$ cat src/rtl/adder_sum_stage.sv
// Final sum stage of a parallel-prefix adder: two-stage valid/ready pipeline.
// Optional carry/overflow/zero flags are built only when ADDER_SUM_FLAGS_EN is defined.
module adder_sum_stage #(
    parameter int LEN_DATA = 32
) (
    input  logic                clk,
    input  logic                rst,
    input  logic [LEN_DATA-1:0] generate_in,
    input  logic [LEN_DATA-1:0] propogate_in,
    input  logic [LEN_DATA-1:0] halfsum_in,
    input  logic                carry_in,
    input  logic                in_valid,
    output logic                in_ready,
    output logic [LEN_DATA-1:0] sum_out,
    output logic                carry_out,
    output logic                overflow_out,
    output logic                zero_out,
    output logic                out_valid,
    input  logic                out_ready
);

    // c[0] = cin, c[i+1] = G[i:0] | (P[i:0] & cin)
    function automatic logic [LEN_DATA:0] carry_vec(
        input logic [LEN_DATA-1:0] g,
        input logic [LEN_DATA-1:0] p,
        input logic                cin
    );
        carry_vec = {g | (p & {LEN_DATA{cin}}), cin};
    endfunction

    logic                s2_free;
    logic                s1_move;
    logic                in_fire;
    logic [LEN_DATA:0]   carry_p1;

    logic                vld_p1_q, vld_p1_d;
    logic [LEN_DATA-1:0] gen_p1_q, gen_p1_d;
    logic [LEN_DATA-1:0] prop_p1_q, prop_p1_d;
    logic [LEN_DATA-1:0] hs_p1_q, hs_p1_d;
    logic                cin_p1_q, cin_p1_d;

    logic                vld_p2_q, vld_p2_d;
    logic [LEN_DATA-1:0] sum_p2_q, sum_p2_d;

    always_comb begin
        s2_free  = !vld_p2_q || out_ready;
        s1_move  = vld_p1_q && s2_free;
        in_ready = !vld_p1_q || s1_move;
        in_fire  = in_valid && in_ready;

        vld_p1_d = vld_p1_q;
        if (in_fire) begin
            vld_p1_d = 1'b1;
        end else if (s1_move) begin
            vld_p1_d = 1'b0;
        end

        gen_p1_d  = in_fire ? generate_in  : gen_p1_q;
        prop_p1_d = in_fire ? propogate_in : prop_p1_q;
        hs_p1_d   = in_fire ? halfsum_in   : hs_p1_q;
        cin_p1_d  = in_fire ? carry_in     : cin_p1_q;

        // S1 -> S2 boundary: carries resolve from the registered group terms
        carry_p1 = carry_vec(gen_p1_q, prop_p1_q, cin_p1_q);

        vld_p2_d = vld_p2_q;
        if (s1_move) begin
            vld_p2_d = 1'b1;
        end else if (out_ready) begin
            vld_p2_d = 1'b0;
        end

        sum_p2_d = s1_move ? (hs_p1_q ^ carry_p1[LEN_DATA-1:0]) : sum_p2_q;
    end

    always_ff @(posedge clk) begin
        if (rst) begin
            vld_p1_q <= 1'b0;
            vld_p2_q <= 1'b0;
            sum_p2_q <= '0;
        end else begin
            vld_p1_q <= vld_p1_d;
            vld_p2_q <= vld_p2_d;
            sum_p2_q <= sum_p2_d;
        end
    end

    // S1 payload needs no reset: it is only consumed while vld_p1_q is set
    always_ff @(posedge clk) begin
        gen_p1_q  <= gen_p1_d;
        prop_p1_q <= prop_p1_d;
        hs_p1_q   <= hs_p1_d;
        cin_p1_q  <= cin_p1_d;
    end

    assign sum_out   = sum_p2_q;
    assign out_valid = vld_p2_q;

`ifdef ADDER_SUM_FLAGS_EN
    logic cout_p2_q, cout_p2_d;
    logic ovf_p2_q, ovf_p2_d;
    logic zero_p2_q, zero_p2_d;

    always_comb begin
        cout_p2_d = cout_p2_q;
        ovf_p2_d  = ovf_p2_q;
        zero_p2_d = zero_p2_q;
        if (s1_move) begin
            cout_p2_d = carry_p1[LEN_DATA];
            ovf_p2_d  = carry_p1[LEN_DATA] ^ carry_p1[LEN_DATA-1];
            zero_p2_d = (sum_p2_d == '0);
        end
    end

    always_ff @(posedge clk) begin
        if (rst) begin
            cout_p2_q <= 1'b0;
            ovf_p2_q  <= 1'b0;
            zero_p2_q <= 1'b0;
        end else begin
            cout_p2_q <= cout_p2_d;
            ovf_p2_q  <= ovf_p2_d;
            zero_p2_q <= zero_p2_d;
        end
    end

    assign carry_out    = cout_p2_q;
    assign overflow_out = ovf_p2_q;
    assign zero_out     = zero_p2_q;
`else
    logic unused_carry_msb;
    assign unused_carry_msb = carry_p1[LEN_DATA];

    assign carry_out    = 1'b0;
    assign overflow_out = 1'b0;
    assign zero_out     = 1'b0;
`endif

endmodule

$ cat config.mk
export PLATFORM = sky130hd
export DESIGN_NAME = adder_sum_stage
export DESIGN_NICKNAME = d
export VERILOG_FILES = /design/src/rtl/adder_sum_stage.sv
export SDC_FILE = /design/constraint.sdc
export NUM_CORES = 1
export LEC_CHECK = 0
export ABC_AREA = 1
export CORE_MARGIN = 1.5
export CORE_UTILIZATION = 43
export CTS_BUF_LIST = sky130_fd_sc_hd__clkbuf_16
export DETAILED_ROUTE_END_ITERATION = 12
export PLACE_DENSITY_LB_ADDON = 0.1
export SYNTH_ARGS = -nofsm -noshare
export SYNTH_HDL_FRONTEND = slang
export SYNTH_SLANG_ARGS = --single-unit
$ cat constraint.sdc
create_clock -name clk -period 3 [get_ports clk]
set_clock_uncertainty 0.2 [all_clocks]
set_input_delay 0.3 -clock clk [delete_from_list [all_inputs] [get_ports clk]]
set_output_delay 0.3 -clock clk [all_outputs]
set_load 0.01 [all_outputs]
==> images/clock_map.png <==
Bar = 20 um.
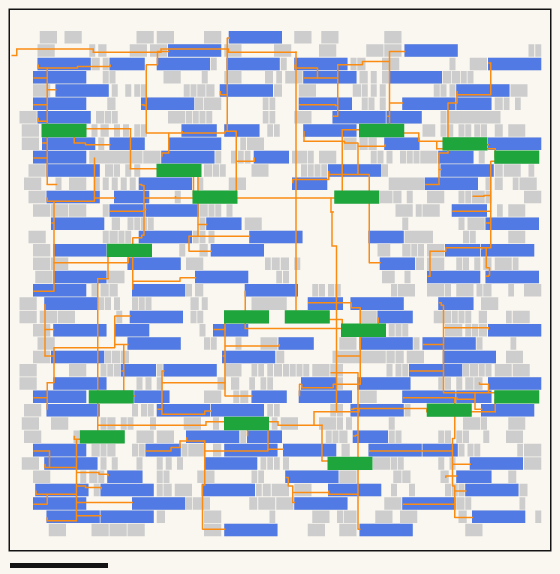
[orange] clock wires | length: 1590 um
[green] cells driving clock nets | count: 17
[blue] flip-flops | count: 129
flops lie: widely spread

==> images/pdn.png <==
Pins as bars on the die edge.
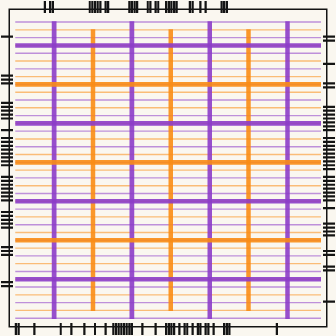
[purple] VSS
[orange] VDD
met5 straps: 7
rows: 38

==> images/cell_classes.png <==
Bar = 20 um.
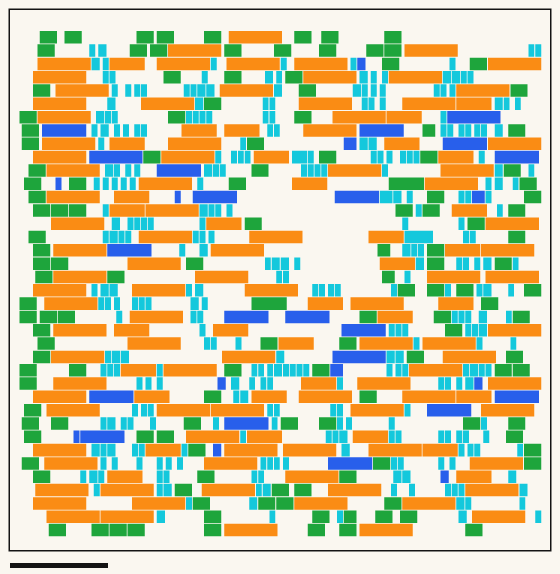
[blue] clock drivers and dummy loads | cells: 31 | share of their area: 8.4%
[cyan] all other logic | cells: 330 | share of their area: 20%
[green] other buffers and delay cells | cells: 138 | share of their area: 20%
[orange] flip-flops | cells: 129 | share of their area: 52%

==> summary.txt <==
Purpose: to document the outcome of synthesis and place and route.

Outcome
The run finished with clean final reports.

STA
The final timing summary puts the cycle share of the worst path at 0.672. Static timing analysis puts the maximum clock frequency at 496 MHz. Checking max transition, the worst relative margin is 0.574. The critical path in the final layout is reported with a setup slack of 984 ps.

The transition time at the pin with the least slew margin is 639 ps.

Worst setup path
Max fanout on the critical path was recorded as 3. STA lists the startpoint of the worst register-to-register path as out_valid$_SDFFE_PP0P_. STA classifies the critical path endpoint as an output port. Looking at the reg2reg group, the worst path ends at prop_p1_q[8]$_DFFE_PP_.

Floorplanning
The I/O pin total is 138. At the floorplan stage, the core utilization is reported as 0.449. The height of the die is 110 um.

According to the floorplan report, the placeable core area is 11000 um2.

Synthesis
By count the netlist is led by 129 x nand2_1, 95 x edfxtp_1, 66 x inv_1. The mean instance size in the synthesized netlist is 10.5 um2. The number of library cell types mapped by synthesis is 14. The synthesis report gives the async set-or-reset register share as 0.

The synthesis warning total is 0. The area of the mapped netlist is 4950 um2. The chip area line in the Yosys stat output reads 4950 um2.

GRT
The total congestion overflow is 0. The first global-routing pass estimated 15500 um of wire. Summed over all routing layers, the global router reports a total usage of 0.180.

Place
The congestion estimate from routability-driven global placement came to 0.691. The worst slack at placement is 798 ps. In this run the tool buffered the top-level ports with 132 buffer cells.

Routing
The per-cell routed wire length is 13.4 um. The routed layout has 3498 vias. The detailed-route wire length is 10300 um.

The number of optimization iterations in the first detailed-route pass is 4.

Run
The stage-log warning count is 28. The total of max-cap violations is 0.

CTS
The number of buffers created by CTS is 17. The cell chosen for the clock root is clkbuf_16. The number of setup buffers added after CTS is 0. For this design, the CTS-stage hold fixing added 0 buffers.

Finish
The final antenna diode tally reported by the flow is 0.
## power breakdown
group	total (W)	leakage, nW	internal [W]	switching (W)
registers	0.00208	1.21	0.00204	0.0000425
clock network	0.00199	0.280	0.00128	0.000713
logic	0.000436	1.39	0.000236	0.000200
## layer usage
metal | track usage | vias up | wire (um)
met4 | 0.0714 | 0 | 128
li1 | - | 1798 | -
met3 | 0.0800 | 9 | 791
met1 | 0.190 | 1598 | 4120
met2 | 0.314 | 93 | 5220
met5 | 0 | - | 0
## layout by cell type, fill, tap and decap left out, types with 4 or more instances in the layout
| master | Yosys | routed |
|---|---|---|
| nand2_1 | 129 | 129 |
| a21oi_1 | 33 | 33 |
| clkbuf_16 | 0 | 17 |
| nor2_1 | 64 | 64 |
| edfxtp_1 | 95 | 95 |
| inv_1 | 66 | 66 |
| clkinv_2 | 0 | 5 |
| clkdlybuf4s50_1 | 0 | 132 |
| clkinvlp_4 | 0 | 4 |
| dfxtp_1 | 34 | 34 |
| nand3_1 | 32 | 32 |
| buf_4 | 9 | 4 |
## per-stage QoR
step,hold slack [ps],std cells
6_report,241,768
5_1_grt,216,768
4_1_cts,221,768
3_5_place_dp,306,737
3_3_place_gp,297,737
2_1_floorplan,169,474
## kinds of logic after synthesis
logic type | share of synthesized area
and+or+nand+nor | 0.179
DFF | 0.714
buffers and inverters | 0.0698
AOI/OAI and AO/OA | 0.0351
xor gates and xnor gates | 0.00177
other | 0.000758
## final cells by class
class / instances / area [um2] / share of cell area
Sequential cell: 129 / 3530 / 0.504
Timing Repair Buffer: 138 / 1390 / 0.198
Multi-Input combinational cell: 263 / 1090 / 0.155
Clock buffer: 17 / 425 / 0.0606
Inverter: 67 / 255 / 0.0364
Tap cell: 140 / 175 / 0.0250
Clock inverter: 14 / 149 / 0.0212
## critical path, stage by stage
cell             delay (ps)
clkdlybuf4s50_1         450
inv_1                    70
nand3_1                 120
clkdlybuf4s50_1         560
## registers in the layout, indices dropped and copies added, names as in the netlist
register	cells
prop_p1_q	31
sum_out	32
vld_p1_q	1
gen_p1_q	31
hs_p1_q	32
cin_p1_q	1
out_valid	1
## worst min-delay path by stage
stage | end | start | depth (start not counted)
after floorplan | out_valid$_SDFFE_PP0P_ | rst | 1
after global placement | out_valid$_SDFFE_PP0P_ | vld_p1_q$_SDFFE_PP0P_ | 2
after detailed placement | sum_out[0]$_SDFFE_PP0P_ | sum_out[0]$_SDFFE_PP0P_ | 4
after CTS | hs_p1_q[13]$_DFFE_PP_ | halfsum_in[13] | 1
after global routing | hs_p1_q[13]$_DFFE_PP_ | halfsum_in[13] | 1
final | prop_p1_q[13]$_DFFE_PP_ | propogate_in[13] | 1
Power is estimated from default activity; no workload was simulated.
